### src/rtl/uart_tx_interface_pkg.sv
// uart_tx_interface_pkg
// Shared definitions for the UART return path. The framer, the UART TX core
// and the RX-side operand collector all use these.
//   NB_DATA_DEFAULT : default UART byte width
//   tx_state_t      : framer state encoding (IDLE=0, START=1, WAIT=2)
package uart_tx_interface_pkg;

  localparam int NB_DATA_DEFAULT = 8;

  typedef enum logic [1:0] {
    ST_IDLE  = 2'd0,
    ST_START = 2'd1,
    ST_WAIT  = 2'd2
  } tx_state_t;

endpackage

### src/rtl/uart_tx_interface.sv
// uart_tx_interface
// Return-path framer between the ALU and the UART transmitter. A result-valid
// pulse captures the signed ALU result. The result is then sent LSB byte first
// to the UART TX core, one byte per start/done handshake.
// Ports:
//   i_clock    : clock, rising edge
//   i_reset    : asynchronous active-low reset
//   i_valid    : one-cycle pulse, i_result is valid
//   i_result   : signed ALU result (NB_RESULT bits)
//   o_ready    : an i_valid pulse in this cycle is accepted (combinational)
//   o_tx_start : one-cycle load pulse to the UART TX core
//   o_tx_data  : byte to transmit, held until the next byte is loaded
//   i_tx_done  : one-cycle pulse from the UART TX core, stop bit finished
//   o_busy     : a frame is in progress
//   o_overrun  : sticky flag, an i_valid pulse was dropped
module uart_tx_interface
  import uart_tx_interface_pkg::*;
#(
  parameter int  NB_DATA   = NB_DATA_DEFAULT,
  parameter int  N_BYTES   = 2,
  parameter int  NB_IDX    = 2,
  localparam int NB_RESULT = NB_DATA * N_BYTES
) (
  input  logic                 i_clock,
  input  logic                 i_reset,
  input  logic                 i_valid,
  input  logic [NB_RESULT-1:0] i_result,
  output logic                 o_ready,
  output logic                 o_tx_start,
  output logic [NB_DATA-1:0]   o_tx_data,
  input  logic                 i_tx_done,
  output logic                 o_busy,
  output logic                 o_overrun
);

  localparam logic [NB_IDX-1:0] LAST_IDX = NB_IDX'(N_BYTES - 1);

  tx_state_t              state_r;
  logic [NB_IDX-1:0]      idx_r;
  logic [NB_RESULT-1:0]   shift_r;
  logic [NB_RESULT-1:0]   next_shift_s;
  logic                   tx_start_r;
  logic [NB_DATA-1:0]     tx_data_r;
  logic                   busy_r;
  logic                   overrun_r;
  logic                   ready_s;

  // Acceptance window: idle, or the cycle in which the last byte completes.
  always_comb begin
    ready_s = 1'b0;
    if (state_r == ST_IDLE) begin
      ready_s = 1'b1;
    end else if ((state_r == ST_WAIT) && i_tx_done && (idx_r == LAST_IDX)) begin
      ready_s = 1'b1;
    end else begin
      ready_s = 1'b0;
    end
  end

  // The next byte is always the low slice after one shift, so no byte mux is needed.
  always_comb begin
    next_shift_s = shift_r >> NB_DATA;
  end

  // Framer FSM with shift register, byte index, registered outputs and sticky overrun.
  always_ff @(posedge i_clock or negedge i_reset) begin
    if (!i_reset) begin
      state_r    <= ST_IDLE;
      idx_r      <= '0;
      shift_r    <= '0;
      tx_start_r <= 1'b0;
      tx_data_r  <= '0;
      busy_r     <= 1'b0;
      overrun_r  <= 1'b0;
    end else begin
      tx_start_r <= 1'b0;
      if (i_valid && !ready_s) begin
        overrun_r <= 1'b1;
      end
      case (state_r)
        ST_IDLE: begin
          // A done pulse here is stale, for example after a reset, and is ignored.
          if (i_valid) begin
            shift_r    <= i_result;
            idx_r      <= '0;
            tx_start_r <= 1'b1;
            tx_data_r  <= i_result[NB_DATA-1:0];
            busy_r     <= 1'b1;
            state_r    <= ST_START;
          end
        end
        ST_START: begin
          state_r <= ST_WAIT;
        end
        ST_WAIT: begin
          if (i_tx_done && (idx_r != LAST_IDX)) begin
            shift_r    <= next_shift_s;
            idx_r      <= idx_r + NB_IDX'(1'b1);
            tx_start_r <= 1'b1;
            tx_data_r  <= next_shift_s[NB_DATA-1:0];
            state_r    <= ST_START;
          end else if (i_tx_done) begin
            // The last byte is done. A valid pulse in the same cycle starts the next frame.
            if (i_valid) begin
              shift_r    <= i_result;
              idx_r      <= '0;
              tx_start_r <= 1'b1;
              tx_data_r  <= i_result[NB_DATA-1:0];
              state_r    <= ST_START;
            end else begin
              busy_r  <= 1'b0;
              state_r <= ST_IDLE;
            end
          end
        end
        default: begin
          state_r <= ST_IDLE;
          idx_r   <= '0;
          busy_r  <= 1'b0;
        end
      endcase
    end
  end

  assign o_ready    = ready_s;
  assign o_tx_start = tx_start_r;
  assign o_tx_data  = tx_data_r;
  assign o_busy     = busy_r;
  assign o_overrun  = overrun_r;

endmodule
### config.mk
export PLATFORM = sky130hd
export DESIGN_NAME = uart_tx_interface
export DESIGN_NICKNAME = d
export VERILOG_FILES = /design/src/rtl/uart_tx_interface_pkg.sv /design/src/rtl/uart_tx_interface.sv
export SDC_FILE = /design/constraint.sdc
export NUM_CORES = 1
export LEC_CHECK = 0
export CAP_MARGIN = 20
export CORE_MARGIN = 2
export CORE_UTILIZATION = 50
export CTS_CLUSTER_DIAMETER = 40
export CTS_CLUSTER_SIZE = 14
export DETAILED_ROUTE_END_ITERATION = 12
export PLACE_DENSITY = 0.91
export SYNTH_ARGS = -nofsm -noshare
export SYNTH_HDL_FRONTEND = slang
export SYNTH_SLANG_ARGS = --single-unit
### constraint.sdc
create_clock -name i_clock -period 4 [get_ports i_clock]
set_clock_uncertainty 0.15 [all_clocks]
set_input_delay 0.8 -clock i_clock [delete_from_list [all_inputs] [get_ports i_clock]]
set_output_delay 0.8 -clock i_clock [all_outputs]
set_load 0.02 [all_outputs]
==> notes.md <==
Figures from the flow reports.

Synth:
- The synthesis stat section lists a flop and latch total of 23.
- The run puts the share of the synthesized area in the top cell type at between 50% and 60%.
- Ranked by total cell area, the synthesized netlist is headed by sky130_fd_sc_hd__dfrtp_1 51%, sky130_fd_sc_hd__o21ai_0 8.8%, sky130_fd_sc_hd__a32oi_1 7.0%.
- The run gives the portion of the post-synthesis area used by sequential elements as between 50% and 60%.
- The run puts the Yosys chip area at approximately 0.0011 mm^2.
- The run puts the average cell area after synthesis at just over 9 um^2.
- The run gives the most frequent cell after synthesis as sky130_fd_sc_hd__dfrtp_1.
- In the synthesized netlist the dominant register cell turns out to be sky130_fd_sc_hd__dfrtp_1.
- The run puts the number of synthesized flops with an enable pin at 0.
- In the synthesized netlist, the number of instances is approximately 120.
- The run gives the floorplan net count as 142.
- By count the netlist is led by 23 x sky130_fd_sc_hd__dfrtp_1, 20 x sky130_fd_sc_hd__o21ai_0, 15 x sky130_fd_sc_hd__inv_1.

Worst setup path:
- On the worst path, the slowest cell contributes a delay of about 0.64 ns.
- In this design, the critical path's most frequently occurring cell is sky130_fd_sc_hd__clkdlybuf4s50_1.
- The worst setup path is launched from a primary input.
- The run puts the reg2reg setup slack at 2.00 ns.
- Among cell families on the critical path, the largest total delay comes from buffers and inverters.
- The run puts the number of cells on the critical path at 4.
- The launch point of the worst register-to-register path is recorded as idx_r[0].
- STA classifies the critical path endpoint as an output port.
- Traced cell by cell, the critical path runs through clkdlybuf4s50_1 > nand2_1 > a21oi_1 > clkdlybuf4s50_1.
- The run puts the worst-path maximum fanout at 6.
- The run puts the data required time at the worst endpoint at roughly 3.1 ns.

CTS:
- The run gives the clock sink count as 23.
- The number of hold buffers added after CTS was 0.
- Per the CTS log, the maximum H-tree level is 1.
- The run puts the register clock-pin slew on the reported worst setup and hold paths at between 0.1 and 0.15 ns.
- TritonCTS built the clock tree.
- The run puts the worst-case clock buffer depth at 2.
- The run gives the master cell of the clock root buffer as sky130_fd_sc_hd__clkbuf_4.
- The run gives the number of gates resized after CTS as 0.
- The run gives the number of buffers created by CTS as 3.

Detailed routing:
- The run gives the number of vias per cell after detailed routing as approximately 5.6.
- Summed over all nets, wire length on met3 after detailed routing comes to around 94 um.
- Wire segments on met2 add up to roughly 1.4 mm in the final route.
- The run gives the number of antenna-violating nets in the routed design as 0.

Floorplanning:
- The run gives the I/O pin count as 32.
- The run puts the number of rows in the core area at 17.
- The run gives the core utilization at floorplan as 52.19%.

Pwr:
- Combinational cells account for approximately 50% of the total power.
- The run gives the switching share of power as approximately two fifths.
- The clock network burns between 10% and 20% of the power.
- The run puts the total clock network power at around 0.00011 W.
- In this run the power density over the cells is between 600 and 700 mW/mm^2.
- Power attributed to sequential cells is approximately 0.00040 W.
- Per report_power, the sequential group accounts for 39.6% of the total.

GRT:
- The run puts the first-pass GRT wire length at about 4.2 mm.
- The global routing report lists met1 layer usage as approximately a quarter.
- The run puts the overall overflow remaining after global route at 0.
- Global routing consumed, on the met2 layer, approximately 38% of the routing resources.
- The global routing stage identified its most utilized layer as met2.

Cells and area:
- Ranking logic cells in the layout by count gives the top entries 31 x sky130_fd_sc_hd__clkdlybuf4s50_1, 23 x sky130_fd_sc_hd__dfrtp_1, 20 x sky130_fd_sc_hd__o21ai_0.
- The run gives the number of antenna diodes as 0.
- The run puts the share of layout cells above drive strength 1 at under 10%.
- The final layout contains between 150 and 200 nets.
- The run gives the highest-count logic cell in the final layout as sky130_fd_sc_hd__clkdlybuf4s50_1.

Worst hold path:
- For hold timing, the worst endpoint is o_tx_data[2].
- Hold analysis shows the worst path with a depth of 2.
- The path class of the tightest hold or removal check is reg2reg.

Timing:
- The run gives the post-layout minimum cycle time as ~3.3 ns.
- The run gives the final cycle utilization of the critical path as a little over 80%.
- The run puts the achievable frequency at 306.5 MHz.
- Setup repair after global routing left no endpoint under its margin.
- The run puts the slew of the pin with the lowest slew margin at just under 0.8 ns.
- The final layout reports a setup TNS of 0 ns.
- The run puts the hold violation total from the final report at 0.

Run:
- The run puts the total number of warnings across the stage logs at 26.
- The run gives the count of maximum capacitance violations as 0.

Placement:
- The run puts the area after detailed placement at 0.001426 mm^2.
- The run puts the number of placed instances, taps included at between 150 and 200.
- The run gives the detailed placement HPWL as 1.841 mm.

Outcome:
- The run finished with clean final reports.
[kinds of logic after synthesis]
kind of cell / count (synthesis) / synth area share (%)
flops: 23 / 50.83
buf+inv: 23 / 9.502
simple gates: 31 / 14.36
mux: 1 / 0.8840
compound gates: 42 / 23.32
fa+ha+maj: 1 / 1.105
[how the worst max path moves through the flow]
stage                          to  slack [ns]      start
after floorplan           o_ready        1.81  i_tx_done
after CTS                 o_ready        0.77  i_tx_done
after detailed placement  o_ready        0.77  i_tx_done
after global routing      o_ready        0.65  i_tx_done
final                     o_ready        0.74  i_tx_done
after global placement    o_ready        0.83  i_tx_done
[cell type report]
cell class	count	area, um^2
timing repair buffer	32	337.8
fill	182	688.2
clock buffer	3	22.52
sequential	23	575.6
multi-input combinational	75	449.2
inverter	15	56.30
tap	28	35.03
clock inverter	1	5.005
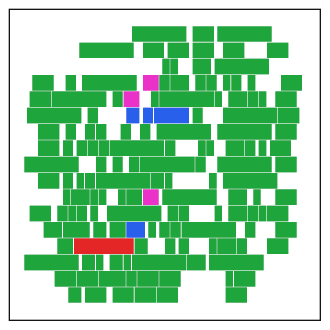
drive_strength.png
(6 px per um)
legend:
  magenta:
    size: drive 3 to 4
    cells: 3
    most_used: clkbuf_4
  red:
    size: drive 6 and up
    cells: 1
    most_used: buf_16
  green:
    size: drive 1 or less
    cells: 141
    most_used: clkdlybuf4s50_1
  blue:
    size: drive 2
    cells: 4
relative area change from synthesis to final layout: 30.83%
post-route cell area: 0.001481 mm^2
worst path setup slack after routing: 0.7374 ns

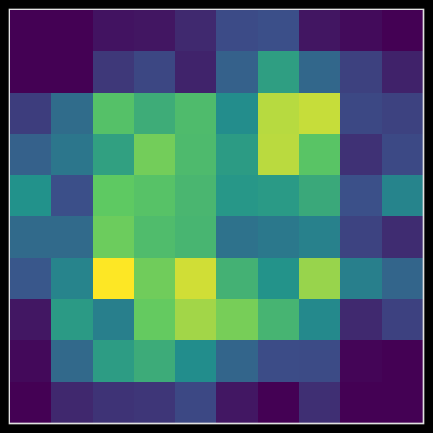
wire_density.png
(8 px per um) The die is cut into 10 by 10 equal tiles; dark purple is low, yellow is high, scaled to the fullest tile. Values are wire area over tile area, all layers added.
fullest tile: 0.41
densest ninth of the die: middle
tiles over half the peak: 35%
global-route total usage across every layer: 20.79%
wire length after detailed routing: 2.647 mm
final routed wire length divided by cell count: 14.95 um
routed vias: 988

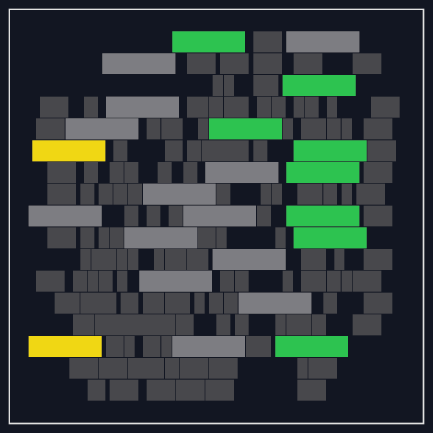
registers.png
(8 px per um) Other sequential cells in the stronger grey, the rest of the logic in the fainter grey.
legend:
  yellow:
    name_in_the_netlist: idx_r
    placed_flops: 2
  green:
    name_in_the_netlist: o_tx_data
    placed_flops: 8
not coloured: 13
sequential cell area: 575.6 um^2
share of cell area taken by flip-flops and latches: 38.85%

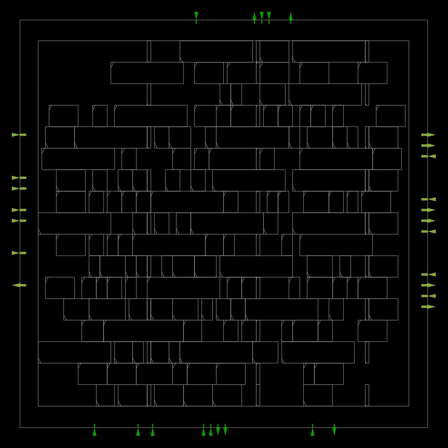
final_placement.png
non-filler instance count after layout: 177
Filler Cells Inserted: 182
final core utilization: 68.28%
Core Area: 0.002170 mm^2

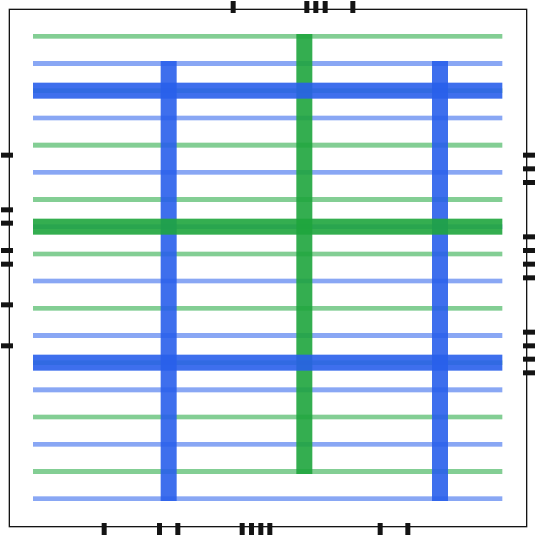
pdn.png
(10 px per um) Pins as bars on the die edge.
legend:
  blue:
    net: VSS
  green:
    net: VDD
met5 straps: 3
signal pins: 32
met1 rails: 18
vertical die size: 51.59 um
die width: 51.59 um
worst vdd rail ir drop: 0.0003983 V

Power is estimated from default activity; no workload was simulated.
